**Run 1: floorplan with the power grid**

Bar = 50 um. Pins as bars on the die edge.
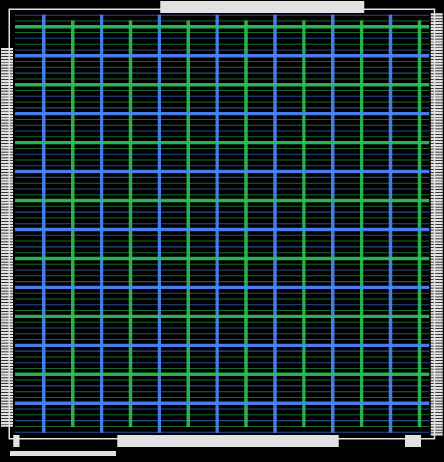
**Run 1: I/O nets highlighted**

Bar = 50 um.
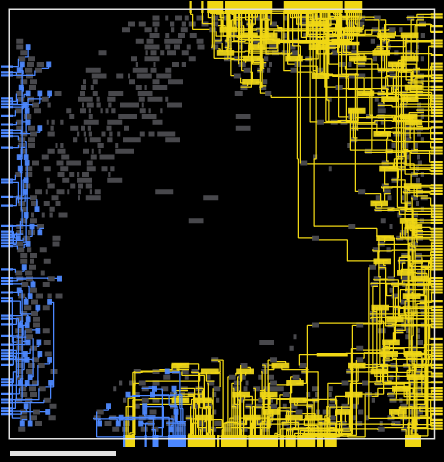
**Run 1: cell classes on the final placement**

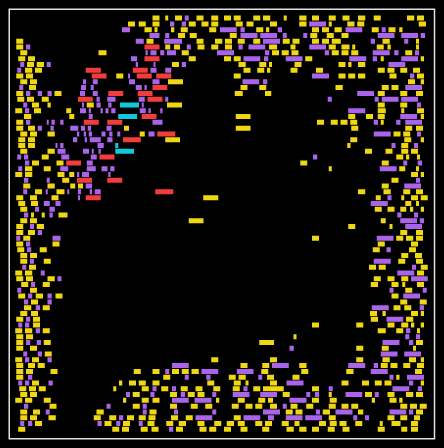
**Run 1: placement density heat map**

Bar = 50 um. 20 x 20 tiles, from black (low) to pale yellow (high), 0 to 100% covered.
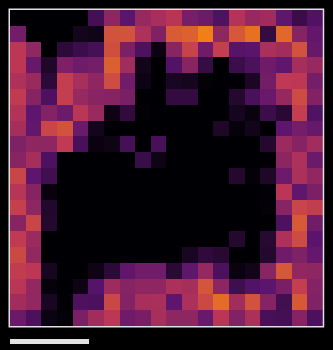
Design spm_bank_ctrl, sky130hd; sources not shown.
==> flow_summary.json, run 1 <==
{
  "wl_met2_um": 12500,
  "dieArea_um2": 40000,
  "hold_slack_ns": 0.488,
  "fmax_mhz": 381,
  "holdBufCountCts": 0,
  "power_frac_clock_pct": 20.9,
  "gr-total-overflow": 0,
  "wl_per_cell_um": 17.7,
  "max-clock-path-buffers": 2,
  "endpoint_kind": "output port",
  "logic_area_um2": 2940,
  "dpl.hpwl_um": 20800,
  "ff_type": "dfxtp_1",
  "place_area_um2": 9270,
  "whs_path_depth": 2,
  "n_all_buffers": 528,
  "seq_area_um2": 472,
  "grt_pass1_vias": 5307,
  "fill_cells": 4460,
  "logic_gates": 289,
  "layout.nonclk_buf_share_pct": 55.0,
  "met1_length_um": 9180,
  "grt_use_total_pct": 11.2,
  "outcome": "finished, final reports clean",
  "vias": 4939,
  "drv_cap": 0,
  "enable_flop_cells": 0,
  "synth_adder_area_share_pct": 0.354,
  "grt_util_met2_pct": 21.6,
  "hold_viol_final": 0,
  "required_ns": 2.03,
  "biggestCellCategory": "non-clock buffers",
  "yosys-top-cells-count": "nor2b_1, and2_1, mux4_2",
  "final_cell_area_um2": 9230,
  "warnings": 31,
  "slew_violations": 0,
  "cts_root_buffer": "clkbuf_16",
  "post-cts-setup-buffer-count": 8,
  "cts_resized": 152,
  "dp_cells": 1353,
  "numCtsBuffers": 3,
  "worst-path-buf-inv": 2,
  "insertion_delay_ns": 0.25,
  "syn_area_per_cell_um2": 10.3,
  "antennaDiodeCount": 0,
  "min_path_type": "register to register",
  "taps": 518,
  "ys_seq_share_pct": 13.0,
  "p_per_area_nw_per_um2": 166,
  "p_sw_mw": 0.326,
  "die_h_um": 201,
  "viasPerCell": 3.62,
  "seqPwrFrac_pct": 23.5,
  "layout_top_cells": "clkdlybuf4s50_1, and2_1, nor2b_1, mux4_2, clkbuf_2",
  "logic_family": "multiplexers",
  "gp_congestion": 0.764,
  "antenna_found_initial": 2,
  "layout_top_cell": "clkdlybuf4s50_1",
  "combinationalPowerShare_pct": 55.6,
  "skew_ns": 0.00353,
  "top_layer_used": "met5",
  "firstDrtPassIters": 4,
  "muxShareOfSynthArea_pct": 43.6,
  "synth.most_common_cell": "nor2b_1",
  "clk_share_pct": 0.867,
  "dr_wl_met3_um": 2440
}
About 'floorplan with the power grid':
Blue stands for VSS. Green stands for VDD.
73 met1 rails follow the rows. 14 straps on met4. 14 straps on met5. 505 signal pins sit on the boundary. The core has 72 rows.
peak supply drop: 0.000118 V
core area: 38100 um2

About 'I/O nets highlighted':
Blue stands for mem_wdata_i, bits 64, direction input, end cells 64, wire 1380 um. Yellow stands for sram_rdata_i, bits 256, direction input, end cells 64, wire 10800 um.
IO Pins: 505
port bufs: 501

About 'cell classes on the final placement':
Purple stands for all other logic, cells 293. Yellow stands for other buffers and delay cells, cells 528. Red stands for flip-flops, cells 23. Cyan stands for clock drivers and dummy loads, cells 4.
register share of the cell area: 5.11%
Row Count: 72
fin util: 24.2%

About 'placement density heat map':
The mean over all tiles is 22%. The fullest tile reaches 71%. The densest ninth of the die: upper right. 34% of the tiles are nearly empty. The emptiest ninth of the die: centre.
Initial Util: 9.28%

==> run 1 -> run 2 <==
--- a/config.mk
+++ b/config.mk
@@ -5,7 +5,7 @@
 export SDC_FILE = /design/constraint.sdc
 export NUM_CORES = 1
 export LEC_CHECK = 0
-export CAP_MARGIN = 20
+export CAP_MARGIN = 5
 export CELL_PAD_IN_SITES_DETAIL_PLACEMENT = 1
 export CELL_PAD_IN_SITES_GLOBAL_PLACEMENT = 2
 export CORE_AREA = 2 2 197 199
**Run 2: cell classes on the final placement**

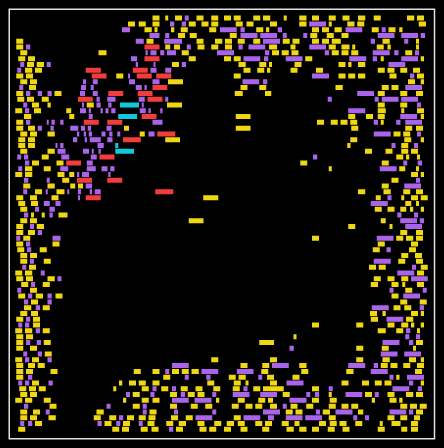
Yellow stands for other buffers and delay cells, cells 528. Cyan stands for clock drivers and dummy loads, cells 4. Purple stands for all other logic, cells 293. Red stands for flip-flops, cells 23.
fin area: 9230 um2

==> flow_summary.json, run 2 <==
{
  "p_per_area_nw_per_um2": 166,
  "inverters": 4,
  "power_frac_clock_pct": 20.9,
  "ys_seq_share_pct": 13.0,
  "fp-utilization_pct": 9.28,
  "combinationalPowerShare_pct": 55.6,
  "ir_drop_v": 0.000118,
  "drv_cap": 0,
  "whs_path_depth": 2,
  "die-width_um": 199,
  "place_area_um2": 9270,
  "clk_share_pct": 0.867,
  "wl_met2_um": 12500,
  "layout-drive-gt1-share_pct": 21.3,
  "seq_area_um2": 472,
  "gr-total-overflow": 0,
  "gp_congestion": 0.764,
  "holdBufCountCts": 0,
  "worst-path-buf-inv": 2,
  "n_all_buffers": 528,
  "outcome": "finished, final reports clean",
  "rows": 72,
  "yosys-top-cells-count": "nor2b_1, and2_1, mux4_2",
  "top_layer_used": "met5",
  "hold_viol_final": 0,
  "seq_area_share_pct": 5.11,
  "layout_top_cell": "clkdlybuf4s50_1",
  "ant_nets": 0,
  "cts_root_buffer": "clkbuf_16",
  "syn_area_per_cell_um2": 10.3,
  "ys_cells": 344,
  "grt_util_met2_pct": 21.6,
  "dp_cells": 1353,
  "skew_ns": 0.00353,
  "syn2layout_area_growth_pct": 161,
  "logic_area_um2": 2940,
  "synth_cell_types": 35,
  "endpoint_kind": "output port",
  "antenna_found_initial": 2,
  "ioPinCount": 505,
  "die_h_um": 201,
  "logic_family": "multiplexers",
  "hold_slack_ns": 0.488,
  "max-clock-path-buffers": 2,
  "firstDrtPassIters": 4,
  "layout.nonclk_buf_share_pct": 55.0,
  "post-cts-setup-buffer-count": 8,
  "seqPwrFrac_pct": 23.5,
  "biggestCellCategory": "non-clock buffers",
  "p_sw_mw": 0.326,
  "dr_wl_met3_um": 2440,
  "taps": 518,
  "synth.most_common_cell": "nor2b_1",
  "crit_type": "input port to output port",
  "numSynthFlops": 23,
  "layout_top_cells": "clkdlybuf4s50_1, and2_1, nor2b_1, mux4_2, clkbuf_2",
  "fmax_mhz": 381,
  "final_util_pct": 24.2,
  "r2r_slack_ns": 1.02,
  "viasPerCell": 3.62,
  "power.internal_mw": 1.21,
  "crit_chain": "clkdlybuf4s50_1, mux4_2, nor2b_1, clkdlybuf4s15_1",
  "enable_flop_cells": 0,
  "synth_adder_area_share_pct": 0.354,
  "numCtsBuffers": 3,
  "min_path_type": "register to register",
  "rsz0062_at_grt": "true",
  "insertion_delay_ns": 0.25,
  "required_ns": 2.03,
  "cts_resized": 152,
  "slew_violations": 0,
  "grt_pass1_vias": 5307,
  "fill_cells": 4460,
  "coreArea_um2": 38100,
  "met1_length_um": 9180,
  "ff_type": "dfxtp_1",
  "drt_iter0_drc": 80,
  "grt_use_total_pct": 11.2,
  "dieArea_um2": 40000,
  "logic_gates": 289,
  "wl_per_cell_um": 17.7,
  "netlist_instances": 344,
  "dpl.hpwl_um": 20800,
  "antennaDiodeCount": 0,
  "port_buffers": 501,
  "warnings": 31,
  "vias": 4939,
  "muxShareOfSynthArea_pct": 43.6
}
